$ cat src/rtl/deparser_pkg.sv
// Shared types, bus widths and header-selection helpers for the deparser.
// Optional payload copy is enabled by defining DEPARSER_PAYLOAD_EN.
package deparser_pkg;

    localparam int ADDR_BUS     = 32;
    localparam int DATA_BUS     = 32;
    localparam int WORD_WIDTH   = 32;
    localparam int NUM_HEADERS  = 2;
    localparam int DEF_HDR0_LEN = 14;
    localparam int DEF_HDR1_LEN = 20;
    localparam int DP_STATE_BUS = 2;

    localparam logic [WORD_WIDTH-1:0] NO_HEADER = '1;

    typedef enum logic [DP_STATE_BUS-1:0] {
        DP_STATE_FREE  = 2'd0,
        DP_STATE_READ  = 2'd1,
        DP_STATE_WRITE = 2'd2,
        DP_STATE_DONE  = 2'd3
    } dp_state_t;

    // Segment being copied: one of the headers, the trailing payload, or nothing.
    typedef logic [1:0] seg_id_t;
    localparam seg_id_t SEG_HDR0    = 2'd0;
    localparam seg_id_t SEG_HDR1    = 2'd1;
    localparam seg_id_t SEG_PAYLOAD = 2'd2;
    localparam seg_id_t SEG_NONE    = 2'd3;

    typedef logic [WORD_WIDTH*NUM_HEADERS-1:0] hdr_vec_t;

    // Header 0 occupies the most significant word of the packed vector.
    function automatic logic [WORD_WIDTH-1:0] hdr_addr(input hdr_vec_t hdrs, input seg_id_t id);
        hdr_addr = '0;
        for (int i = 0; i < NUM_HEADERS; i++) begin
            if (seg_id_t'(i) == id) hdr_addr = hdrs[(NUM_HEADERS-1-i)*WORD_WIDTH +: WORD_WIDTH];
        end
    endfunction

    function automatic seg_id_t next_hdr(input hdr_vec_t hdrs, input seg_id_t from);
        next_hdr = SEG_NONE;
        for (int i = NUM_HEADERS-1; i >= 0; i--) begin
            if (i >= int'(from) && hdrs[(NUM_HEADERS-1-i)*WORD_WIDTH +: WORD_WIDTH] != NO_HEADER)
                next_hdr = seg_id_t'(i);
        end
    endfunction

    function automatic logic [3:0] chunk_width(input logic [DATA_BUS-1:0] rem);
        return (rem >= DATA_BUS'(4)) ? 4'd4 : rem[3:0];
    endfunction

endpackage

$ cat src/rtl/deparser_if.sv
// Request/response and memory-master signals of the deparser.
// payload_len_i exists only when DEPARSER_PAYLOAD_EN is defined.
interface deparser_if;
    import deparser_pkg::*;

    logic                              start_i;
    logic [WORD_WIDTH*NUM_HEADERS-1:0] parsed_hdrs_i;
    logic [ADDR_BUS-1:0]               out_addr_i;
`ifdef DEPARSER_PAYLOAD_EN
    logic [DATA_BUS-1:0]               payload_len_i;
`endif
    logic                              mem_ce_o;
    logic                              mem_we_o;
    logic [ADDR_BUS-1:0]               mem_addr_o;
    logic [3:0]                        mem_width_o;
    logic [DATA_BUS-1:0]               mem_data_o;
    logic [DATA_BUS-1:0]               mem_data_i;
    logic                              ready_o;
    logic [DATA_BUS-1:0]               deparsed_len_o;

    modport slave (
        input  start_i, parsed_hdrs_i, out_addr_i, mem_data_i,
`ifdef DEPARSER_PAYLOAD_EN
        input  payload_len_i,
`endif
        output mem_ce_o, mem_we_o, mem_addr_o, mem_width_o, mem_data_o,
        output ready_o, deparsed_len_o
    );

    modport master (
        output start_i, parsed_hdrs_i, out_addr_i, mem_data_i,
`ifdef DEPARSER_PAYLOAD_EN
        output payload_len_i,
`endif
        input  mem_ce_o, mem_we_o, mem_addr_o, mem_width_o, mem_data_o,
        input  ready_o, deparsed_len_o
    );

endinterface

$ cat src/rtl/deparser.sv
// Re-emits valid headers (and, with DEPARSER_PAYLOAD_EN, the payload) as a
// contiguous byte stream using read/write chunk pairs of up to 4 bytes.
//
// state          | meaning
// DP_STATE_FREE  | idle, waiting for start_i
// DP_STATE_READ  | source read of the current chunk presented
// DP_STATE_WRITE | destination write of the current chunk presented
// DP_STATE_DONE  | copy finished, waiting for start_i to drop
module deparser
    import deparser_pkg::*;
#(
    parameter int HDR0_LEN = DEF_HDR0_LEN,
    parameter int HDR1_LEN = DEF_HDR1_LEN
) (
    input logic       clk,
    input logic       rst,
    deparser_if.slave bus
);

    dp_state_t           state;
    hdr_vec_t            hdrs;
    seg_id_t             seg_id;
    logic [ADDR_BUS-1:0] seg_base;
    logic [DATA_BUS-1:0] seg_len;
    logic [DATA_BUS-1:0] seg_off;
    logic [ADDR_BUS-1:0] dst_ptr;
`ifdef DEPARSER_PAYLOAD_EN
    logic [DATA_BUS-1:0] payload_len;
`endif

    logic                nxt_valid;
    seg_id_t             nxt_id;
    logic [ADDR_BUS-1:0] nxt_base;
    logic [DATA_BUS-1:0] nxt_len;
    logic [DATA_BUS-1:0] nxt_off;
    logic [3:0]          nxt_width;
    logic [DATA_BUS-1:0] adv_off;

    function automatic logic [DATA_BUS-1:0] hdr_len(input seg_id_t id);
        return (id == SEG_HDR0) ? DATA_BUS'(HDR0_LEN) : DATA_BUS'(HDR1_LEN);
    endfunction

    // Next chunk to read: first header at start, otherwise continue the
    // current segment or move on to the following one.
    always_comb begin
        nxt_valid = 1'b0;
        nxt_id    = SEG_NONE;
        nxt_base  = '0;
        nxt_len   = '0;
        nxt_off   = '0;
        adv_off   = seg_off + DATA_BUS'(bus.mem_width_o);
        if (state == DP_STATE_FREE) begin
            nxt_id = next_hdr(bus.parsed_hdrs_i, SEG_HDR0);
            if (nxt_id != SEG_NONE) begin
                nxt_valid = 1'b1;
                nxt_base  = hdr_addr(bus.parsed_hdrs_i, nxt_id);
                nxt_len   = hdr_len(nxt_id);
            end
        end else if (adv_off < seg_len) begin
            nxt_valid = 1'b1;
            nxt_id    = seg_id;
            nxt_base  = seg_base;
            nxt_len   = seg_len;
            nxt_off   = adv_off;
        end else begin
            nxt_id = (seg_id == SEG_HDR0) ? next_hdr(hdrs, SEG_HDR1) : SEG_NONE;
            if (nxt_id != SEG_NONE) begin
                nxt_valid = 1'b1;
                nxt_base  = hdr_addr(hdrs, nxt_id);
                nxt_len   = hdr_len(nxt_id);
            end
`ifdef DEPARSER_PAYLOAD_EN
            // Payload directly follows the last header that was copied.
            else if (seg_id != SEG_PAYLOAD && payload_len != '0) begin
                nxt_valid = 1'b1;
                nxt_id    = SEG_PAYLOAD;
                nxt_base  = seg_base + ADDR_BUS'(seg_len);
                nxt_len   = payload_len;
            end
`endif
        end
        nxt_width = chunk_width(nxt_len - nxt_off);
    end

    always_ff @(posedge clk or posedge rst) begin
        if (rst) begin
            state              <= DP_STATE_FREE;
            hdrs               <= '0;
            seg_id             <= SEG_NONE;
            seg_base           <= '0;
            seg_len            <= '0;
            seg_off            <= '0;
            dst_ptr            <= '0;
`ifdef DEPARSER_PAYLOAD_EN
            payload_len        <= '0;
`endif
            bus.mem_ce_o       <= 1'b0;
            bus.mem_we_o       <= 1'b0;
            bus.mem_addr_o     <= '0;
            bus.mem_width_o    <= '0;
            bus.mem_data_o     <= '0;
            bus.ready_o        <= 1'b0;
            bus.deparsed_len_o <= '0;
        end else begin
            case (state)
                DP_STATE_FREE: begin
                    if (bus.start_i) begin
                        hdrs               <= bus.parsed_hdrs_i;
                        dst_ptr            <= bus.out_addr_i;
`ifdef DEPARSER_PAYLOAD_EN
                        payload_len        <= bus.payload_len_i;
`endif
                        bus.ready_o        <= 1'b0;
                        bus.deparsed_len_o <= '0;
                        if (nxt_valid) begin
                            seg_id          <= nxt_id;
                            seg_base        <= nxt_base;
                            seg_len         <= nxt_len;
                            seg_off         <= nxt_off;
                            bus.mem_ce_o    <= 1'b1;
                            bus.mem_we_o    <= 1'b0;
                            bus.mem_addr_o  <= nxt_base;
                            bus.mem_width_o <= nxt_width;
                            state           <= DP_STATE_READ;
                        end else begin
                            bus.ready_o <= 1'b1;
                            state       <= DP_STATE_DONE;
                        end
                    end
                end
                DP_STATE_READ: begin
                    bus.mem_data_o <= bus.mem_data_i;
                    bus.mem_we_o   <= 1'b1;
                    bus.mem_addr_o <= dst_ptr;
                    state          <= DP_STATE_WRITE;
                end
                DP_STATE_WRITE: begin
                    dst_ptr            <= dst_ptr + ADDR_BUS'(bus.mem_width_o);
                    bus.deparsed_len_o <= bus.deparsed_len_o + DATA_BUS'(bus.mem_width_o);
                    if (nxt_valid) begin
                        seg_id          <= nxt_id;
                        seg_base        <= nxt_base;
                        seg_len         <= nxt_len;
                        seg_off         <= nxt_off;
                        bus.mem_we_o    <= 1'b0;
                        bus.mem_addr_o  <= nxt_base + ADDR_BUS'(nxt_off);
                        bus.mem_width_o <= nxt_width;
                        state           <= DP_STATE_READ;
                    end else begin
                        bus.mem_ce_o <= 1'b0;
                        bus.mem_we_o <= 1'b0;
                        bus.ready_o  <= 1'b1;
                        state        <= DP_STATE_DONE;
                    end
                end
                DP_STATE_DONE: begin
                    if (!bus.start_i) state <= DP_STATE_FREE;
                end
                default: state <= DP_STATE_FREE;
            endcase
        end
    end

endmodule

$ cat src/flat_wrapper.sv
// flat-port wrapper written by rule: the top's interface ports become plain ports
module deparser_flat import deparser_pkg::*;
#(
    parameter int HDR0_LEN = DEF_HDR0_LEN,
    parameter int HDR1_LEN = DEF_HDR1_LEN
)
  (clk, rst, bus_start_i, bus_parsed_hdrs_i, bus_out_addr_i, bus_mem_data_i, bus_mem_ce_o, bus_mem_we_o, bus_mem_addr_o, bus_mem_width_o, bus_mem_data_o, bus_ready_o, bus_deparsed_len_o);
  deparser_if bus_i ();
  input logic clk;
  input logic rst;
  input wire logic [$bits(bus_i.start_i)-1:0] bus_start_i;
  input wire logic [$bits(bus_i.parsed_hdrs_i)-1:0] bus_parsed_hdrs_i;
  input wire logic [$bits(bus_i.out_addr_i)-1:0] bus_out_addr_i;
  input wire logic [$bits(bus_i.mem_data_i)-1:0] bus_mem_data_i;
  output wire logic [$bits(bus_i.mem_ce_o)-1:0] bus_mem_ce_o;
  output wire logic [$bits(bus_i.mem_we_o)-1:0] bus_mem_we_o;
  output wire logic [$bits(bus_i.mem_addr_o)-1:0] bus_mem_addr_o;
  output wire logic [$bits(bus_i.mem_width_o)-1:0] bus_mem_width_o;
  output wire logic [$bits(bus_i.mem_data_o)-1:0] bus_mem_data_o;
  output wire logic [$bits(bus_i.ready_o)-1:0] bus_ready_o;
  output wire logic [$bits(bus_i.deparsed_len_o)-1:0] bus_deparsed_len_o;
  assign bus_i.start_i = bus_start_i;
  assign bus_i.parsed_hdrs_i = bus_parsed_hdrs_i;
  assign bus_i.out_addr_i = bus_out_addr_i;
  assign bus_i.mem_data_i = bus_mem_data_i;
  assign bus_mem_ce_o = bus_i.mem_ce_o;
  assign bus_mem_we_o = bus_i.mem_we_o;
  assign bus_mem_addr_o = bus_i.mem_addr_o;
  assign bus_mem_width_o = bus_i.mem_width_o;
  assign bus_mem_data_o = bus_i.mem_data_o;
  assign bus_ready_o = bus_i.ready_o;
  assign bus_deparsed_len_o = bus_i.deparsed_len_o;
  deparser #(.HDR0_LEN(HDR0_LEN), .HDR1_LEN(HDR1_LEN)) u_core (.clk(clk), .rst(rst), .bus(bus_i));
endmodule
$ cat config.mk
export PLATFORM = sky130hd
export DESIGN_NAME = deparser_flat
export DESIGN_NICKNAME = d
export VERILOG_FILES = /design/src/rtl/deparser_pkg.sv /design/src/rtl/deparser_if.sv /design/src/rtl/deparser.sv /design/src/flat_wrapper.sv
export SDC_FILE = /design/constraint.sdc
export NUM_CORES = 1
export LEC_CHECK = 0
export CAP_MARGIN = 15
export CORE_MARGIN = 1.5
export CORE_UTILIZATION = 62
export CTS_CLUSTER_DIAMETER = 50
export DETAILED_ROUTE_END_ITERATION = 16
export PLACE_DENSITY = 0.88
export SLEW_MARGIN = 20
export SYNTH_ARGS = -nofsm -noshare
export SYNTH_HDL_FRONTEND = slang
export SYNTH_SLANG_ARGS = --single-unit
$ cat constraint.sdc
create_clock -name clk -period 18.42 [get_ports clk]
set_input_delay 3.684 -clock clk [delete_from_list [all_inputs] [get_ports clk]]
set_output_delay 3.684 -clock clk [all_outputs]
set_load 0.01 [all_outputs]
Figure 1. M2 wires (run 1).
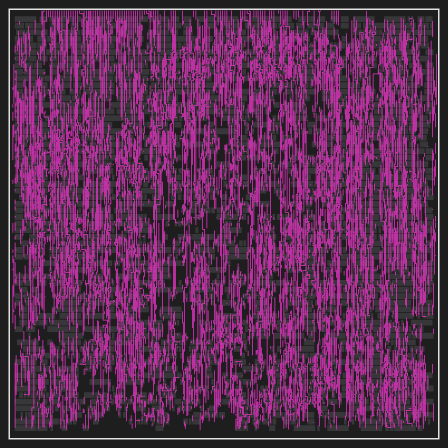
The longest straight run is 68.5 um. The layer carries 28.8 mm of wire.

Figure 2. Placed standard cells (run 1).
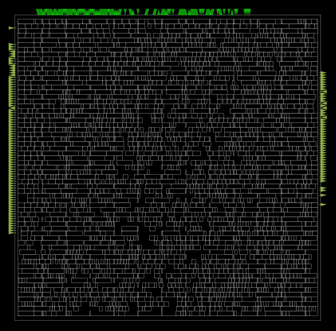
sequential cell count: 267
TAP cells: 390
filler cell count: 2078
fin cells: 2792

Figure 3. The metal 1 layer (run 1).
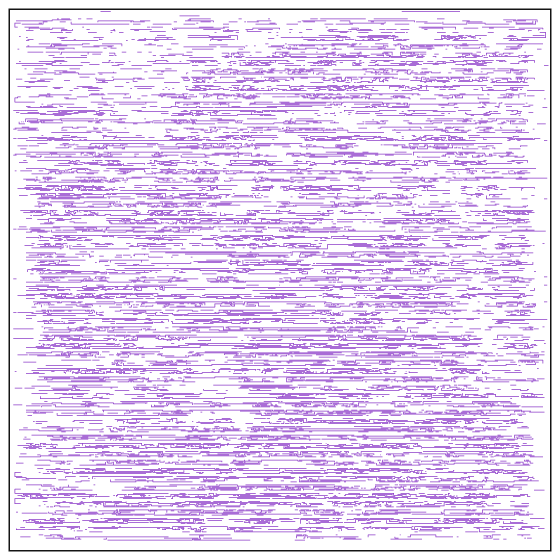
2418 nets have wire on it. The wires run mostly horizontal. The layer holds 40% of the routed length.
M1 GR Usage: 0.550
final wirelength: 64300 um
vias: 18801

Figure 4. Gate families picked out (run 1).
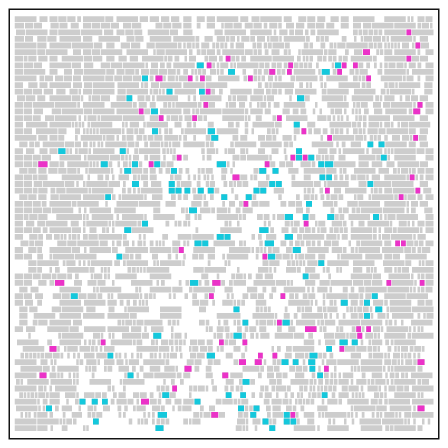
Key: magenta = AND and OR gates [cells 75, most used and3_1, where widely spread]; cyan = AND-OR and OR-AND gates [cells 114, most used a21o_1]

==> impl_metrics.csv, run 1 <==
group,metric,value,unit
final_timing,hold_viol,0,
run,tool_warnings,31,
setup_path,crit_start,"u_core.bus.mem_width_o[2]$_DFFE_PP0P_",
synthesis,postSynth.asyncResetShare,1.00,
placement,dpl.cell_count,2729,
cells_and_area,final_nets,2617,
cells_and_area,final_cell_mix,"nand2_1 (322), dfrtp_1 (265), clkdlybuf4s50_1 (233), nor2_1 (184), o21ai_0 (147)",
setup_path,crit_type,"reg -> reg",
setup_path,arrival,9.82,ns
power_and_ir_drop,ir_drop,121,uV
synthesis,synth_cell_types,90,
setup_path,cp-end-kind,"register",
final_timing,setup_viol,0,
setup_path,r2r-start,"u_core.bus.mem_width_o[2]$_DFFE_PP0P_",
setup_path,cp.depth,24,
final_timing,post-route-period-util,0.512,
synthesis,synth.most_common_cell,"nand2_1",
routing,vias_per_cell,6.73,
setup_path,crit_top_cell,"ha_1",
final_timing,fin_crit,9.43,ns
synthesis,synth_flops,267,
clock_network,hold_buffers,0,
synthesis,netlist_instances,2204,
power_and_ir_drop,p_seq,0.998,mW
setup_path,rrSetupSlack,8.99,ns
final_timing,whs,0.482,ns
setup_path,crit_end,"u_core.bus.mem_width_o[2]$_DFFE_PP0P_",
routing,drc_errors,0,
final_timing,drv_slew,0,
power_and_ir_drop,p_comb,3.29,mW
die,core,0.0296,mm^2
cells_and_area,finish.utilization,0.755,
final_timing,skew,0.0129,ns
final_timing,fin_setup_tns,0,ns
die,die_w,176,um
clock_network,numCtsBuffers,35,
clock_network,clock.latency.late_pin,0.51,ns
synthesis,ys.flop_type,"dfrtp_1",
placement,portBuffers,233,
power_and_ir_drop,pwr-share-comb,0.663,
synthesis,synthTopCellsByArea,"dfrtp_1 (36%), ha_1 (7.2%), nand2_1 (6.5%)",
setup_path,reg2reg_to,"u_core.bus.mem_width_o[2]$_DFFE_PP0P_",
cells_and_area,clkCellAreaFrac,0.0508,
clock_network,cts_tree,"yes",
power_and_ir_drop,p_sw,2.51,mW
synthesis,edf_count,0,
final_timing,worst_slack,8.99,ns
routing,wl_per_cell,23.0,um
synthesis,xor_share,0.0451,
clock_network,clkTransAtPathRegs,0.06,ns
setup_path,cp_slowest_cell,"nor4_2",
cells_and_area,antennaDiodeCount,0,
synthesis,adder_share,0.0750,
power_and_ir_drop,p_int,2.45,mW
setup_path,ff2ff_path_depth,24,
cells_and_area,final_area,0.0224,mm^2
placement,place_ws,8.75,ns
synthesis,synth.largest_area_cell,"dfrtp_1",
synthesis,ys_sh_simple,0.207,
power_and_ir_drop,p_sw_frac,0.506,
global_routing,grt_pass1_vias,18178,
run,drv_cap,0,
die,dieArea,0.0311,mm^2
die,io_pins,234,
synthesis,synth_top_area_share,0.355,
die,fp_util,0.629,
synthesis,compound_area_frac,0.215,
synthesis,top_cells_by_count,"nand2_1 (322), dfrtp_1 (265), nor2_1 (187)",
cells_and_area,comb_share,0.501,
placement,place_area,0.0212,mm^2
setup_path,cp.required,18.81,ns
power_and_ir_drop,top_power_group,"combinational logic",
final_timing,fmax,0.106,GHz
setup_path,crit_chain,"ha_1 > o21a_1 > a21oi_1 > nor4_2 > and3_1 > xor2_1 > ha_1 > nand4_2 > nor4_4 > nand4_1 > a31o_1 > nand2_1 > buf_4 > o21ai_0 > ha_1 > and3_1 > o21ai_0 > a211oi_2 > o31ai_1 > o31ai_1 > mux2_2 > o311ai_0 > nand2_1 > o22a_1",
clock_network,post_cts.repair.setup_buffers,0,
cells_and_area,dominant_cells,"combinational gates",
min_path,hold_class,"reg -> reg",
cells_and_area,layout.nonclk_buf_frac,0.111,
placement,gp_congestion,0.989,
clock_network,cts_max_path_buffers,3,
global_routing,gr-total-overflow,0,
clock_network,cts_resized,0,
power_and_ir_drop,powerClk,0.673,mW
power_and_ir_drop,p_per_area,222,mW/mm^2
status,status,"finished, final reports clean",
synthesis,yosys_warnings,0,
synthesis,ys_area,0.0187,mm^2
die,dieHeight,176,um
routing,drtAntennaViolNets,0,
global_routing,grt_first_pass_wirelength,99900,um
synthesis,ys_top_logic_family,"AND-OR/OR-AND gates",
cells_and_area,sh_seq_area,0.299,
power_and_ir_drop,clock_power_share,0.136,
clock_network,cts.sinks,267,
clock_network,cts-root-buf,"clkbuf_16",
power_and_ir_drop,seq_power_share,0.201,
setup_path,cp_top_family,"simple AND/OR/NAND/NOR gates",
clock_network,htree_num_levels,2,
setup_path,crit_buf_inv,1,
cells_and_area,regArea,0.00668,mm^2
synthesis,syn_area,0.0187,mm^2
global_routing,grt_use_total,0.409,
cells_and_area,syn_to_final_growth,20.0,%
power_and_ir_drop,total_power,4.96,mW
setup_path,path_max_fanout,20,
synthesis,ys_cells,2204,
synthesis,fp_nets,2445,
final_timing,maxSlewHeadroom,0.329,
synthesis,yosys.stat.seqShare,0.358,
routing,first_pass_iters,6,
cells_and_area,comb_cells,1719,
power_and_ir_drop,p_leak,10.3,nW
cells_and_area,nNonClkInverters,99,
synthesis,avgSynthCellArea,8.46,um^2
cells_and_area,layout_top_cell,"nand2_1",
routing,drt_iter0_markers,2300,
global_routing,grt_max_degree,130,
synthesis,ys_sh_mux,0.0553,
global_routing,antenna_found_initial,1,
final_timing,grt_setup_unrepaired,"false",
cells_and_area,logic_area,0.0112,mm^2
cells_and_area,drive_gt1_frac,0.0824,
setup_path,cp-start-kind,"register",
die,rows,63,
## run 1: worst register-to-register path, delay by kind of cell, from the launching register on
family,cells,cell delay [ns]
compound gates,10,3.19
xor+xnor,1,0.14
fa+ha+maj,3,1.34
buf+inv,1,0.39
flops,1,0.47
mux,1,0.40
simple gates,8,3.40
## run 1: registers in the layout, summed over array words and instances (netlist names)
signal,cells
u_core.hdrs,32
u_core.seg_off,32
u_core.dst_ptr,32
u_core.bus.ready_o,1
u_core.seg_id,2
u_core.state,2
u_core.seg_base,32
u_core.bus.mem_data_o,32
u_core.bus.mem_ce_o,1
u_core.seg_len,32
u_core.bus.mem_we_o,1
u_core.bus.deparsed_len_o,32
u_core.bus.mem_width_o,4
u_core.bus.mem_addr_o,32
## run 1: worst min path at each step
| stage | from | end | slack (ns) | depth (start not counted) |
|---|---|---|---|---|
| floorplan | u_core.seg_len[2]$_DFFE_PP0P_ | u_core.seg_len[2]$_DFFE_PP0P_ | 0.43 | 2 |
| global placement | u_core.seg_base[20]$_DFFE_PP0P_ | u_core.seg_base[20]$_DFFE_PP0P_ | 0.46 | 2 |
| detailed placement | u_core.seg_base[0]$_DFFE_PP0P_ | u_core.seg_base[0]$_DFFE_PP0P_ | 0.47 | 2 |
| CTS | u_core.seg_base[18]$_DFFE_PP0P_ | u_core.seg_base[18]$_DFFE_PP0P_ | 0.48 | 2 |
| global route | u_core.seg_base[15]$_DFFE_PP0P_ | u_core.seg_base[15]$_DFFE_PP0P_ | 0.50 | 2 |
| finish | u_core.seg_base[18]$_DFFE_PP0P_ | u_core.seg_base[18]$_DFFE_PP0P_ | 0.48 | 2 |
## run 1: per-layer routing
layer,global-route usage,routed length [um]
met1,0.550,25800
met2,0.637,28800
met5,0,13
met4,0.174,2950
met3,0.0935,6760
==> run 2: changes to the inputs <==
CORE_UTILIZATION = 57   (was 62)
PLACE_DENSITY = 0.82   (was 0.88)
clock period = 8.9 ns   (was 18.42 ns; I/O delays follow)
Figure 5. Placed standard cells (run 2).
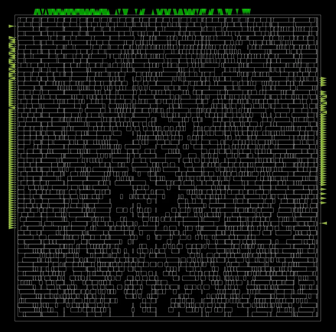
filler cell count: 2569
row cnt: 66
TAP cells: 442

Figure 6. The metal 1 layer (run 2).
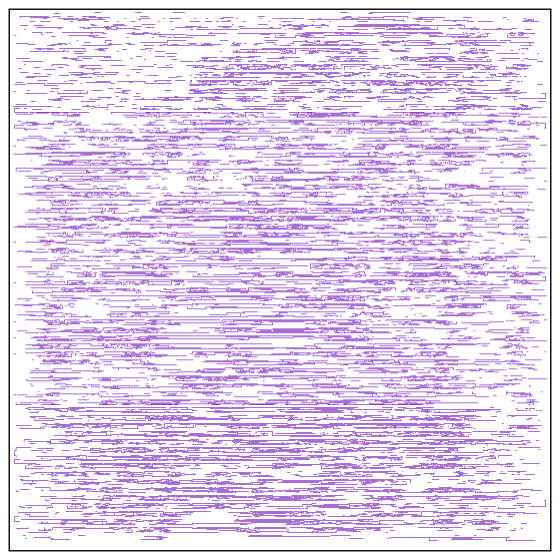
The layer holds 42% of the routed length. The longest straight run is 63.0 um. The wires run mostly horizontal. The layer carries 27.1 mm of wire.
final wirelength: 64700 um
M1 GR Usage: 0.531
vias: 18540

==> impl_metrics.csv, run 2 <==
group,metric,value,unit
synthesis,synthTopCellsByArea,"dfrtp_1 (36%), ha_1 (7.2%), nand2_1 (6.5%)",
setup_path,crit_type,"reg -> reg",
global_routing,grt_use_total,0.379,
clock_network,hold_buffers,0,
routing,vias_per_cell,6.48,
cells_and_area,final_cell_mix,"nand2_1 (322), dfrtp_1 (265), clkdlybuf4s50_1 (233), nor2_1 (183), o21ai_0 (146)",
die,die_w,184,um
setup_path,ff2ff_path_depth,28,
routing,drt_iter0_markers,2006,
routing,wl_per_cell,22.6,um
routing,drtAntennaViolNets,0,
synthesis,postSynth.asyncResetShare,1.00,
clock_network,htree_num_levels,2,
placement,gp_congestion,0.961,
clock_network,cts.sinks,267,
routing,first_pass_iters,7,
setup_path,arrival,8.87,ns
clock_network,post_cts.repair.setup_buffers,0,
final_timing,fmax,0.118,GHz
final_timing,post-route-period-util,0.953,
global_routing,grt_pass1_vias,17642,
cells_and_area,finish.utilization,0.700,
final_timing,fin_crit,8.48,ns
synthesis,ys.flop_type,"dfrtp_1",
global_routing,antenna_found_initial,1,
clock_network,cts_resized,0,
power_and_ir_drop,ir_drop,295,uV
synthesis,synth.most_common_cell,"nand2_1",
setup_path,crit_start,"u_core.bus.mem_width_o[0]$_DFFE_PP0P_",
power_and_ir_drop,p_leak,10.4,nW
synthesis,syn_area,0.0187,mm^2
clock_network,clock.latency.late_pin,0.53,ns
global_routing,grt_max_degree,168,
setup_path,crit_top_cell,"ha_1",
setup_path,cp_top_family,"AND-OR/OR-AND gates",
min_path,hold_start,"u_core.bus.mem_addr_o[10]$_DFFE_PP0P_",
cells_and_area,final_cells,2859,
synthesis,synth_flops,267,
synthesis,yosys.stat.seqShare,0.358,
synthesis,synth_cell_types,90,
final_timing,setup_viol,0,
synthesis,netlist_instances,2204,
clock_network,numCtsBuffers,37,
clock_network,cts_max_path_buffers,3,
run,tool_warnings,32,
cells_and_area,syn_to_final_growth,21.5,%
synthesis,top_cells_by_count,"nand2_1 (322), dfrtp_1 (265), nor2_1 (187)",
setup_path,cp.depth,28,
min_path,whs_path_depth,1,
setup_path,r2r-start,"u_core.bus.mem_width_o[0]$_DFFE_PP0P_",
cells_and_area,drive_gt1_frac,0.0886,
min_path,min_delay_worst_endpoint,"u_core.bus.mem_addr_o[10]$_DFFE_PP0P_",
cells_and_area,final_nets,2634,
setup_path,cp-start-kind,"register",
cells_and_area,layout_top_cell,"nand2_1",
final_timing,drv_slew,0,
synthesis,fp_nets,2445,
synthesis,synth.largest_area_cell,"dfrtp_1",
status,status,"finished, final reports clean",
final_timing,skew,0.0221,ns
die,core,0.0324,mm^2
die,dieArea,0.0338,mm^2
setup_path,crit_buf_inv,1,
clock_network,cts-root-buf,"clkbuf_16",
power_and_ir_drop,p_per_area,463,mW/mm^2
setup_path,cp_slowest_cell,"a2111oi_0",
die,dieHeight,184,um
run,drv_cap,0,
synthesis,synth_top_area_share,0.355,
synthesis,edf_count,0,
routing,drc_errors,0,
clock_network,cts_tree,"yes",
setup_path,path_max_fanout,20,
placement,portBuffers,233,
final_timing,maxSlewHeadroom,0.217,
Figure 7. Gate families picked out (run 2).
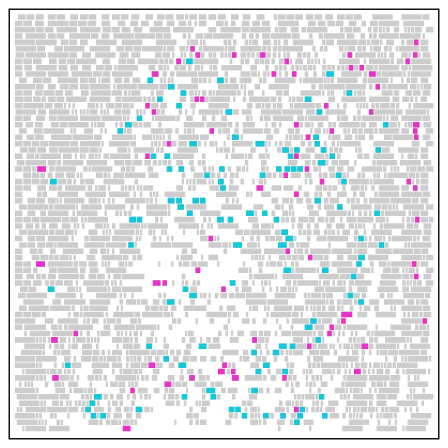
Key: magenta = AND and OR gates [cells 75, most used and3_1, where widely spread]; cyan = AND-OR and OR-AND gates [cells 114, most used a21o_1]

## run 2: cell families (layout without fill, tap and decap cells)
logic type,Yosys count,in the layout,synth area share
simple gates,821,823,0.207
xor+xnor,93,93,0.0451
compound gates,601,601,0.215
flops,267,267,0.358
fa+ha+maj,110,110,0.0750
other cells,0,1,0
mux,94,94,0.0553
buf+inv,218,428,0.0443
## run 2: through the flow
stage	total power, mW	instance area, um^2	TNS, ns	hold slack (ns)	setup WS (ns)
global route	11.1	22700	-0.00230	0.495	-0.00230
floorplan	6.56	18700	0	0.430	0.871
finish	10.5	22700	0	0.481	0.421
global placement	8.63	21400	0	0.459	0.740
detailed placement	8.73	21400	0	0.466	0.432
CTS	10.3	22600	0	0.480	0.372
## run 2: cell type report
class | instances | area (um^2) | area share
flip-flops and latches | 267 | 6680 | 0.295
inverters | 99 | 375 | 0.0166
clock buffers | 45 | 986 | 0.0435
repair buffers | 267 | 2600 | 0.115
well taps | 442 | 553 | 0.0244
multi-input cells | 1721 | 11200 | 0.496
diodes | 1 | 2.50 | 0.000110
clock inverters | 17 | 233 | 0.0103
## run 2: power by group
| part | switching [mW] | leakage, nW | internal, mW |
|---|---|---|---|
| clock network | 0.575 | 0.593 | 0.913 |
| registers | 0.367 | 3.34 | 1.68 |
| logic | 4.30 | 6.47 | 2.65 |
| total | 5.24 | 10.4 | 5.24 |
## run 2: metal layers
metal | up-vias | share of wire | track usage
li1 | 8390 | - | -
met1 | 8974 | 0.42 | 0.531
met2 | 1026 | 0.45 | 0.591
met3 | 150 | 0.097 | 0.0668
met4 | 0 | 0.036 | 0.134
met5 | - | 0 | 0
Power is estimated from default activity; no workload was simulated.
